[config.mk]
export PLATFORM = sky130hd
export DESIGN_NAME = multichannel_oversample_filter_flat
export DESIGN_NICKNAME = d
export VERILOG_FILES = /design/src/rtl/multichannel_oversample_filter_pkg.sv /design/src/rtl/multichannel_oversample_filter_if.sv /design/src/rtl/multichannel_oversample_filter_channel.sv /design/src/rtl/multichannel_oversample_filter.sv /design/src/flat_wrapper.sv
export SDC_FILE = /design/constraint.sdc
export NUM_CORES = 2
export LEC_CHECK = 0
export ABC_CLOCK_PERIOD_IN_PS = 41100
export CORE_MARGIN = 4
export CORE_UTILIZATION = 70
export CTS_CLUSTER_DIAMETER = 60
export CTS_CLUSTER_SIZE = 28
export DETAILED_ROUTE_END_ITERATION = 12
export DONT_BUFFER_PORTS = 1
export PLACE_DENSITY = 0.94
export SLEW_MARGIN = 40
export SYNTH_ARGS = -nofsm -noshare
export SYNTH_HDL_FRONTEND = slang
export SYNTH_SLANG_ARGS = --single-unit
[constraint.sdc]
create_clock -name clk_in -period 41.1 [get_ports clk_in]
set_input_delay 6.165 -clock clk_in [delete_from_list [all_inputs] [get_ports clk_in]]
set_output_delay 6.165 -clock clk_in [all_outputs]
set_load 0.005 [all_outputs]
[src/rtl/multichannel_oversample_filter_pkg.sv]
// rtl/multichannel_oversample_filter_pkg.sv - shared state encodings, width functions and field-slice helpers for the oversample filter
package osf_pkg;

    typedef enum logic [1:0] {
        ST_IDLE   = 2'd0,
        ST_DELAY  = 2'd1,
        ST_SAMPLE = 2'd2
    } osf_state_t;

    // Accumulator width: one sample plus headroom for 2^max_os additions.
    function automatic int osf_w_sum(input int w_data, input int max_os);
        return w_data + max_os;
    endfunction

    // Channel tag width; a single channel still needs one tag bit.
    function automatic int osf_w_ch(input int n_ch);
        return (n_ch > 1) ? $clog2(n_ch) : 1;
    endfunction

    // Width of the latched (clamped) log2 ratio.
    function automatic int osf_w_os(input int max_os);
        return (max_os > 0) ? $clog2(max_os + 1) : 1;
    endfunction

    // LSB of channel k's field in the packed os_in bus.
    function automatic int osf_os_lsb(input int k, input int w_osm);
        return k * w_osm;
    endfunction

    // LSB of channel k's field in the packed cycle_delay_in bus.
    function automatic int osf_delay_lsb(input int k, input int w_ep);
        return k * w_ep;
    endfunction

endpackage

[src/rtl/multichannel_oversample_filter_if.sv]
// rtl/multichannel_oversample_filter_if.sv - tagged sample stream in and tagged average stream out
interface multichannel_oversample_filter_if #(
    parameter int W_DATA = 18,
    parameter int W_CH   = 3
);
    logic signed [W_DATA-1:0] data_in;
    logic                     data_valid_in;
    logic [W_CH-1:0]          chan_in;
    logic signed [W_DATA-1:0] data_out;
    logic [W_CH-1:0]          chan_out;
    logic                     data_valid_out;

    modport master (
        output data_in, data_valid_in, chan_in,
        input  data_out, chan_out, data_valid_out
    );

    modport slave (
        input  data_in, data_valid_in, chan_in,
        output data_out, chan_out, data_valid_out
    );
endinterface

[src/rtl/multichannel_oversample_filter_channel.sv]
// rtl/multichannel_oversample_filter_channel.sv - one channel's FSM, accumulator and averaging shift (OSF_ROUND_EN selects round-half-up)
module osf_channel
    import osf_pkg::*;
#(
    parameter int W_DATA = 18,
    parameter int W_EP   = 16,
    parameter int W_OSM  = 4,
    parameter int MAX_OS = 7,
    parameter int W_SUM  = 25
) (
    input  logic                     clk_in,
    input  logic                     reset_in,
    input  logic                     activate,
    input  logic [W_OSM-1:0]         os_cfg,
    input  logic [W_EP-1:0]          delay_cfg,
    input  logic                     sample_valid,
    input  logic signed [W_DATA-1:0] sample,
    output logic                     done,
    output logic signed [W_DATA-1:0] result
);

    localparam int W_OS = osf_w_os(MAX_OS);

    osf_state_t              state;
    logic [W_OS-1:0]         os_q;
    logic [W_OS-1:0]         os_clamped;
    logic signed [W_SUM-1:0] sum;
    logic signed [W_SUM-1:0] sum_next;
    logic [MAX_OS:0]         cnt;
    logic [MAX_OS:0]         cnt_next;
    logic [MAX_OS:0]         win_len;
    logic [W_EP-1:0]         dcnt;
    logic [W_EP-1:0]         dcnt_next;
    logic [W_EP-1:0]         dcnt_seen;
    logic                    win_last;

    // Window bookkeeping: clamp the requested ratio, next sum/count, and the completing-sample flag.
    always_comb begin
        os_clamped = (os_cfg > W_OSM'(MAX_OS)) ? W_OS'(MAX_OS) : os_cfg[W_OS-1:0];
        sum_next   = sum + W_SUM'(sample);
        cnt_next   = cnt + (MAX_OS + 1)'(1);
        win_len    = (MAX_OS + 1)'(1) << os_q;
        win_last   = (cnt_next == win_len);
        dcnt_next  = dcnt + W_EP'(1);
        dcnt_seen  = sample_valid ? dcnt_next : dcnt;
        done       = (state == ST_SAMPLE) && activate && sample_valid && win_last;
    end

`ifdef OSF_ROUND_EN
    logic signed [W_SUM:0] half;
    logic signed [W_SUM:0] sum_rnd;

    // Round half up: add half an LSB of the output before the floor shift; zero when os is 0.
    always_comb begin
        half    = ((W_SUM + 1)'(1) << os_q) >>> 1;
        sum_rnd = (W_SUM + 1)'(sum_next) + half;
        result  = W_DATA'(sum_rnd >>> os_q);
    end
`else
    // Floor average: arithmetic shift of the sum that includes the completing sample.
    always_comb begin
        result = W_DATA'(sum_next >>> os_q);
    end
`endif

    // Channel FSM: IDLE on deactivate, SAMPLE accumulates a window, DELAY discards settling samples.
    always_ff @(posedge clk_in or posedge reset_in) begin
        if (reset_in) begin
            state <= ST_IDLE;
            os_q  <= '0;
            sum   <= '0;
            cnt   <= '0;
            dcnt  <= '0;
        end else if (!activate) begin
            state <= ST_IDLE;
            sum   <= '0;
            cnt   <= '0;
            dcnt  <= '0;
        end else begin
            case (state)
                ST_IDLE: begin
                    state <= ST_SAMPLE;
                    os_q  <= os_clamped;
                    sum   <= '0;
                    cnt   <= '0;
                    dcnt  <= '0;
                end
                ST_SAMPLE: begin
                    if (sample_valid) begin
                        if (win_last) begin
                            sum  <= '0;
                            cnt  <= '0;
                            dcnt <= '0;
                            if (delay_cfg == '0) begin
                                os_q <= os_clamped;
                            end else begin
                                state <= ST_DELAY;
                            end
                        end else begin
                            sum <= sum_next;
                            cnt <= cnt_next;
                        end
                    end
                end
                ST_DELAY: begin
                    if (dcnt_seen >= delay_cfg) begin
                        state <= ST_SAMPLE;
                        os_q  <= os_clamped;
                        dcnt  <= '0;
                    end else begin
                        dcnt  <= dcnt_seen;
                    end
                end
                default: begin
                    state <= ST_IDLE;
                end
            endcase
        end
    end

endmodule

[src/rtl/multichannel_oversample_filter.sv]
// rtl/multichannel_oversample_filter.sv - N_CH channel-tagged block averagers with one registered output (OSF_ROUND_EN selects rounding)
module multichannel_oversample_filter
    import osf_pkg::*;
#(
    parameter int W_DATA = 18,
    parameter int W_EP   = 16,
    parameter int W_OSM  = 4,
    parameter int MAX_OS = 7,
    parameter int N_CH   = 8
) (
    input  logic                     clk_in,
    input  logic                     reset_in,
    input  logic [N_CH*W_OSM-1:0]    os_in,
    input  logic [N_CH*W_EP-1:0]     cycle_delay_in,
    input  logic [N_CH-1:0]          activate_in,
    multichannel_oversample_filter_if.slave stream
);

    localparam int W_SUM = osf_w_sum(W_DATA, MAX_OS);
    localparam int W_CH  = osf_w_ch(N_CH);

    logic [N_CH-1:0]          ch_valid;
    logic [N_CH-1:0]          ch_done;
    logic signed [W_DATA-1:0] ch_result [N_CH];
    logic                     any_done;
    logic signed [W_DATA-1:0] sel_data;
    logic [W_CH-1:0]          sel_chan;

    for (genvar k = 0; k < N_CH; k++) begin : g_ch
        // Route the sample only to the tagged channel; tags >= N_CH match nothing and are dropped.
        assign ch_valid[k] = stream.data_valid_in && (stream.chan_in == W_CH'(k));

        osf_channel #(
            .W_DATA (W_DATA),
            .W_EP   (W_EP),
            .W_OSM  (W_OSM),
            .MAX_OS (MAX_OS),
            .W_SUM  (W_SUM)
        ) u_ch (
            .clk_in       (clk_in),
            .reset_in     (reset_in),
            .activate     (activate_in[k]),
            .os_cfg       (os_in[osf_os_lsb(k, W_OSM) +: W_OSM]),
            .delay_cfg    (cycle_delay_in[osf_delay_lsb(k, W_EP) +: W_EP]),
            .sample_valid (ch_valid[k]),
            .sample       (stream.data_in),
            .done         (ch_done[k]),
            .result       (ch_result[k])
        );
    end

    // Pick the completing channel; one sample per cycle means at most one done bit is set.
    always_comb begin
        any_done = 1'b0;
        sel_data = '0;
        sel_chan = '0;
        for (int k = 0; k < N_CH; k++) begin
            if (ch_done[k]) begin
                any_done = 1'b1;
                sel_data = ch_result[k];
                sel_chan = W_CH'(k);
            end
        end
    end

    // Output register: pulse valid for one cycle, hold data and tag between pulses.
    always_ff @(posedge clk_in or posedge reset_in) begin
        if (reset_in) begin
            stream.data_valid_out <= 1'b0;
            stream.data_out       <= '0;
            stream.chan_out       <= '0;
        end else begin
            stream.data_valid_out <= any_done;
            if (any_done) begin
                stream.data_out <= sel_data;
                stream.chan_out <= sel_chan;
            end
        end
    end

endmodule

[src/flat_wrapper.sv]
// flat-port wrapper written by rule: the top's interface ports become plain ports
module multichannel_oversample_filter_flat import osf_pkg::*;
#(
    parameter int W_DATA = 18,
    parameter int W_EP   = 16,
    parameter int W_OSM  = 4,
    parameter int MAX_OS = 7,
    parameter int N_CH   = 8
)
  (clk_in, reset_in, os_in, cycle_delay_in, activate_in, stream_data_in, stream_data_valid_in, stream_chan_in, stream_data_out, stream_chan_out, stream_data_valid_out);
  multichannel_oversample_filter_if #(.W_DATA(W_DATA), .W_CH((3))) stream_i ();
  input  logic clk_in;
  input  logic reset_in;
  input  logic [N_CH*W_OSM-1:0] os_in;
  input  logic [N_CH*W_EP-1:0] cycle_delay_in;
  input  logic [N_CH-1:0] activate_in;
  input wire logic [$bits(stream_i.data_in)-1:0] stream_data_in;
  input wire logic [$bits(stream_i.data_valid_in)-1:0] stream_data_valid_in;
  input wire logic [$bits(stream_i.chan_in)-1:0] stream_chan_in;
  output wire logic [$bits(stream_i.data_out)-1:0] stream_data_out;
  output wire logic [$bits(stream_i.chan_out)-1:0] stream_chan_out;
  output wire logic [$bits(stream_i.data_valid_out)-1:0] stream_data_valid_out;
  assign stream_i.data_in = stream_data_in;
  assign stream_i.data_valid_in = stream_data_valid_in;
  assign stream_i.chan_in = stream_chan_in;
  assign stream_data_out = stream_i.data_out;
  assign stream_chan_out = stream_i.chan_out;
  assign stream_data_valid_out = stream_i.data_valid_out;
  multichannel_oversample_filter #(.W_DATA(W_DATA), .W_EP(W_EP), .W_OSM(W_OSM), .MAX_OS(MAX_OS), .N_CH(N_CH)) u_core (.clk_in(clk_in), .reset_in(reset_in), .os_in(os_in), .cycle_delay_in(cycle_delay_in), .activate_in(activate_in), .stream(stream_i));
endmodule
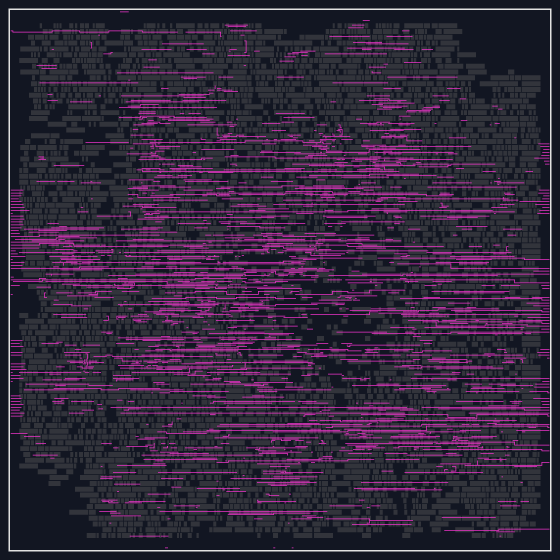
(the metal 3 layer)
The longest straight run is 139 um. The layer holds 12% of the routed length.

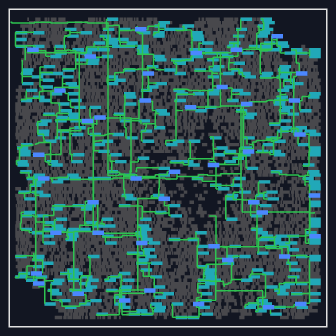
(clock wires, drivers and flops)
cells driving clock nets: shown in blue, count 43. flip-flops: shown in cyan, count 454. clock wires: shown in green, length 6440 um.
Position of the flops: spread over the die. There are 44 routed clock nets.
worst skew pair latency: 0.61 ns
Power Clock: 0.000445 W

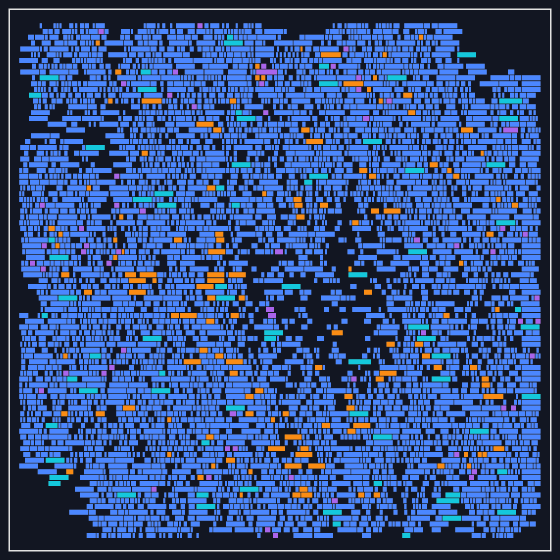
(cell sizes after repair)
drive 3 to 4: shown in purple, cells 62, share 1.2%. drive 1 or less: shown in blue, cells 4801, share 95%. drive 6 and up: shown in cyan, cells 74, share 1.5%. drive 2: shown in orange, cells 133, share 2.6%.

==> results.py <==
# Generated from Yosys and OpenROAD reports
metrics = {
    "yosys": {
        "yosysSeqAreaShare_pct": 26.9,
        "count_of_library_flops_with_an_enable_pin": 0,
        "yosysUniqueCellTypes": 99,
        "flop_cell": "sky130_fd_sc_hd__dfrtp_1",
        "ys_sh_aoi_pct": 27.7,
        "yosys-top-cells-area": "sky130_fd_sc_hd__dfrtp_1 27%, sky130_fd_sc_hd__ha_1 10%, sky130_fd_sc_hd__o21ai_0 4.9%",
        "ys.warnings.count": 0,
        "synthCells": 5185,
        "number_of_synthesized_register_bits": 454,
        "synth-xor-area-share_pct": 7.05,
        "ys_sh_simple_pct": 18.6,
        "top_logic_kind": "AND-OR/OR-AND gates",
        "yosysTopAreaCellShare_pct": 26.9,
        "synthesis.nets": 5721,
        "ys_cells": 5185,
        "syn-cell-area_um2": 42200,
        "proportion_of_register_bits_with_asynchronous_set_or_reset_after_synthesis_pct": 100,
        "post_synth_mux_area_share_pct": 4.90,
        "synthTopCellsByCount": "530 x sky130_fd_sc_hd__nand2_1, 454 x sky130_fd_sc_hd__dfrtp_1, 417 x sky130_fd_sc_hd__o21ai_0",
        "most_common_cell": "sky130_fd_sc_hd__nand2_1",
        "synthAdderAreaFrac_pct": 10.3,
    },
    "job": {
        "tool_warnings": 26,
        "cap_violations": 0,
    },
    "route": {
        "antenna_violating_nets_post_route": 0,
        "drt-pass1-iter-count": 8,
        "drt_first_iter_violations": 5147,
        "drcViolationCount": 0,
        "viasPerCell": 7.14,
        "vias": 41736,
        "route.final.wire_length_mm": 136,
    },
    "pwr": {
        "cellLeakagePower_nw": 20.6,
        "irDropWorstVdd_mv": 0.0311,
    },
    "setup_path": {
        "cp.arrival_ns": 10.41,
        "cp-startpoint": "stream_data_in[1]",
        "worst_setup_path_start_kind": "input pin",
        "critical_path.most_common_cell": "sky130_fd_sc_hd__a21oi_1",
        "crit_end": "u_core.stream.data_out[11]$_DFFE_PP0P_",
        "critPathKind": "input pin to register",
        "crit_chain": "inv_1, fa_1, nand2b_1, a21oi_1, o2111ai_1, a21oi_1, o311ai_0, mux2i_1, o21ai_0, o22ai_1, or3_1, a2111oi_0, a21oi_1",
        "rr_startpoint": "u_core.g_ch[0].u_ch.os_q[2]$_DFFE_PP0P_",
        "r2r_end": "u_core.stream.data_out[11]$_DFFE_PP0P_",
        "crit_path_max_fanout": 12,
        "worst-r2r-setup-slack_ns": 35.57,
    },
    "final_layout": {
        "drive_gt1_share_pct": 5.31,
        "final_layout_top_logic_cells": "530 x sky130_fd_sc_hd__nand2_1, 450 x sky130_fd_sc_hd__dfrtp_1, 417 x sky130_fd_sc_hd__o21ai_0",
        "sequential_standard_cell_area_um2": 11400,
        "final_nets": 5572,
        "areaGrowthSynthToFinish_pct": 5.00,
        "logic_area_um2": 29000,
        "filler_cell_count": 4316,
        "stdcell_area_um2": 44300,
    },
    "final_timing": {
        "finalSetupTns_ns": 0,
        "final_max_slew_viol_count": 0,
        "finalHoldViolCount": 0,
        "setup_repair_after_global_routing_missed_its_margin": "no",
        "max_fclk_mhz": 101,
        "finalSetupViolations": 0,
        "fin_crit_sh_pct": 24.2,
        "fin_ws_ns": 31.16,
        "worst_slew_pin_slew_ns": 0.931,
    },
    "placed_design": {
        "postPlaceCellArea_um2": 42700,
        "io_buffers": 0,
        "setup_slack_at_placement_ns": 30.74,
        "place.detailed.hpwl_mm": 99.0,
    },
    "clock_network": {
        "tritoncts": "yes",
        "clock_transition_at_the_register_clock_pins_on_the_worst_setup_and_hold_paths_after_cts_ns": 0.08,
        "cts_max_path_buffers": 3,
        "cts_post_setup_buffers_inserted": 0,
        "hold_buffers": 0,
        "cts-root-buf": "sky130_fd_sc_hd__clkbuf_16",
        "numCtsBuffers": 43,
        "ctsHtreeMaxLevel": 2,
        "cts_resized": 0,
    },
    "grt": {
        "grt_pass1_vias": 38990,
        "grt_antenna_before_repair": 3,
        "grt_use_total_pct": 40.3,
    },
    "floorplanning": {
        "floorplanUtilization_pct": 71.1,
        "die_height_um": 254,
        "core-area_um2": 59400,
        "die_x_um": 254,
        "ioPinCount": 214,
    },
    "worst_hold_path": {
        "worst_hold_path_type": "register to register",
    },
    "outcome": {
        "status": "completed",
    },
}
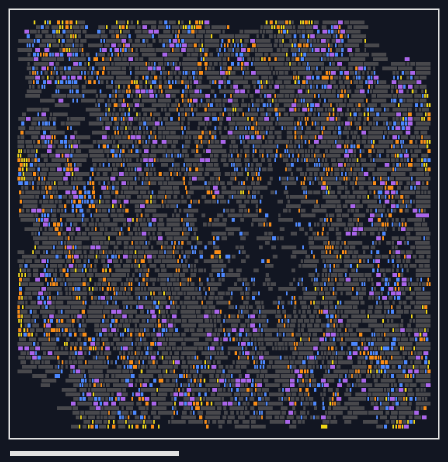
(gate families picked out)
The bar under the picture is 100 um long.
NOR gates: shown in orange, cells 621, most used nor2_1, where spread over the die. inverters: shown in yellow, cells 244, most used inv_1, where spread over the die. NAND gates: shown in blue, cells 837, most used nand2_1, where spread over the die. XOR/XNOR gates: shown in purple, cells 338, most used xnor2_1, where spread over the die.
logic share of the area: 65.5%
Non-Filler Instances: 5846
most common logic cell in the routed design: sky130_fd_sc_hd__nand2_1

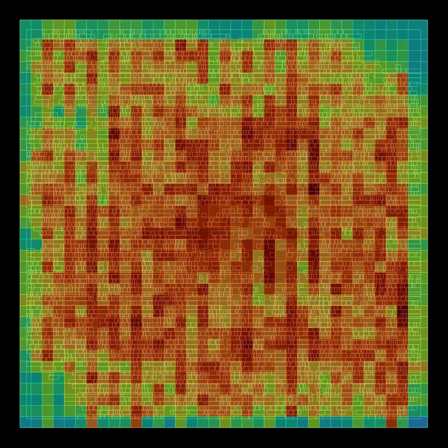
(congestion heat map)
routing usage on met2: 63.2%
core utilization of the finished layout: 74.7%
layer with the highest usage: met2
Global Route met1 Usage: 51.9%
met3 layer usage reported by global route: 11.1%

cell families (layout without fill, tap and decap cells):
kind of cell             Yosys count  count (layout)
flip-flops                       454             454
adder cells (fa/ha/maj)          344             344
AND-OR/OR-AND                   1731            1731
buffers and inverters            494             379
AND/OR/NAND/NOR                 1648            1648
multiplexers                     176             176
XOR/XNOR                         338             338
other                              0               3
per-stage QoR:
step           total power, W  instances  hold slack (ns)
2_1_floorplan        0.000862       5185            0.446
3_3_place_gp         0.000983       5762            0.462
3_5_place_dp         0.000996       5763            0.471
4_1_cts               0.00144       5842            0.487
5_1_grt               0.00151       5843            0.513
6_report              0.00146       5846            0.483
power by group:
part	internal, W	switching [W]
combinational	0.000177	0.000328
clock	0.000235	0.000210
sequential	0.000469	0.0000395
how the worst min path moves through the flow:
| stage | depth (start not counted) | endpoint | slack [ns] | startpoint |
|---|---|---|---|---|
| 2_1_floorplan | 2 | u_core.g_ch[3].u_ch.dcnt[13]$_DFFE_PP0P_ | 0.45 | u_core.g_ch[3].u_ch.dcnt[13]$_DFFE_PP0P_ |
| 3_3_place_gp | 2 | u_core.g_ch[3].u_ch.dcnt[13]$_DFFE_PP0P_ | 0.46 | u_core.g_ch[3].u_ch.dcnt[13]$_DFFE_PP0P_ |
| 3_5_place_dp | 2 | u_core.g_ch[0].u_ch.sum[3]$_DFFE_PP0P_ | 0.47 | u_core.g_ch[0].u_ch.sum[3]$_DFFE_PP0P_ |
| 4_1_cts | 2 | u_core.g_ch[0].u_ch.sum[3]$_DFFE_PP0P_ | 0.49 | u_core.g_ch[0].u_ch.sum[3]$_DFFE_PP0P_ |
| 5_1_grt | 1 | u_core.g_ch[5].u_ch.dcnt[14]$_DFFE_PP0P_ | 0.51 | u_core.g_ch[5].u_ch.dcnt[14]$_DFFE_PP0P_ |
| 6_report | 2 | u_core.g_ch[0].u_ch.sum[3]$_DFFE_PP0P_ | 0.48 | u_core.g_ch[0].u_ch.sum[3]$_DFFE_PP0P_ |
flip-flops by register name (all words and copies together) (netlist names):
name,cells
u_core.g_ch.u_ch.state,16
u_core.g_ch.u_ch.dcnt,128
u_core.g_ch.u_ch.sum,200
u_core.g_ch.u_ch.os_q,24
u_core.stream.chan_out,3
u_core.stream.data_valid_out,1
u_core.g_ch.u_ch.cnt,64
u_core.stream.data_out,18
metal layers:
layer  global-route usage, %  part of all wire (%)
met1                    51.9                    38
met2                    63.2                    44
met3                    11.1                    12
met4                    19.5                   5.7
met5                       0                0.0096
critical path, delay by kind of cell:
kind	cells	cell delay [ns]
AND/OR/NAND/NOR	2	0.47
adder cells (fa/ha/maj)	1	0.33
AND-OR/OR-AND	8	2.70
buffers and inverters	1	0.52
multiplexers	1	0.21
cell type report:
| class | count | share of cell area [%] |
|---|---|---|
| clock buffers | 51 | 2.68 |
| diodes | 3 | 0.0169 |
| inverters | 244 | 2.08 |
| multi-input cells | 4237 | 65.5 |
| flip-flops and latches | 454 | 25.6 |
| repair buffers | 56 | 1.06 |
| well taps | 773 | 2.18 |
| clock inverters | 28 | 0.785 |
Power figures rest on the tool's default switching activity, not on a simulated workload.
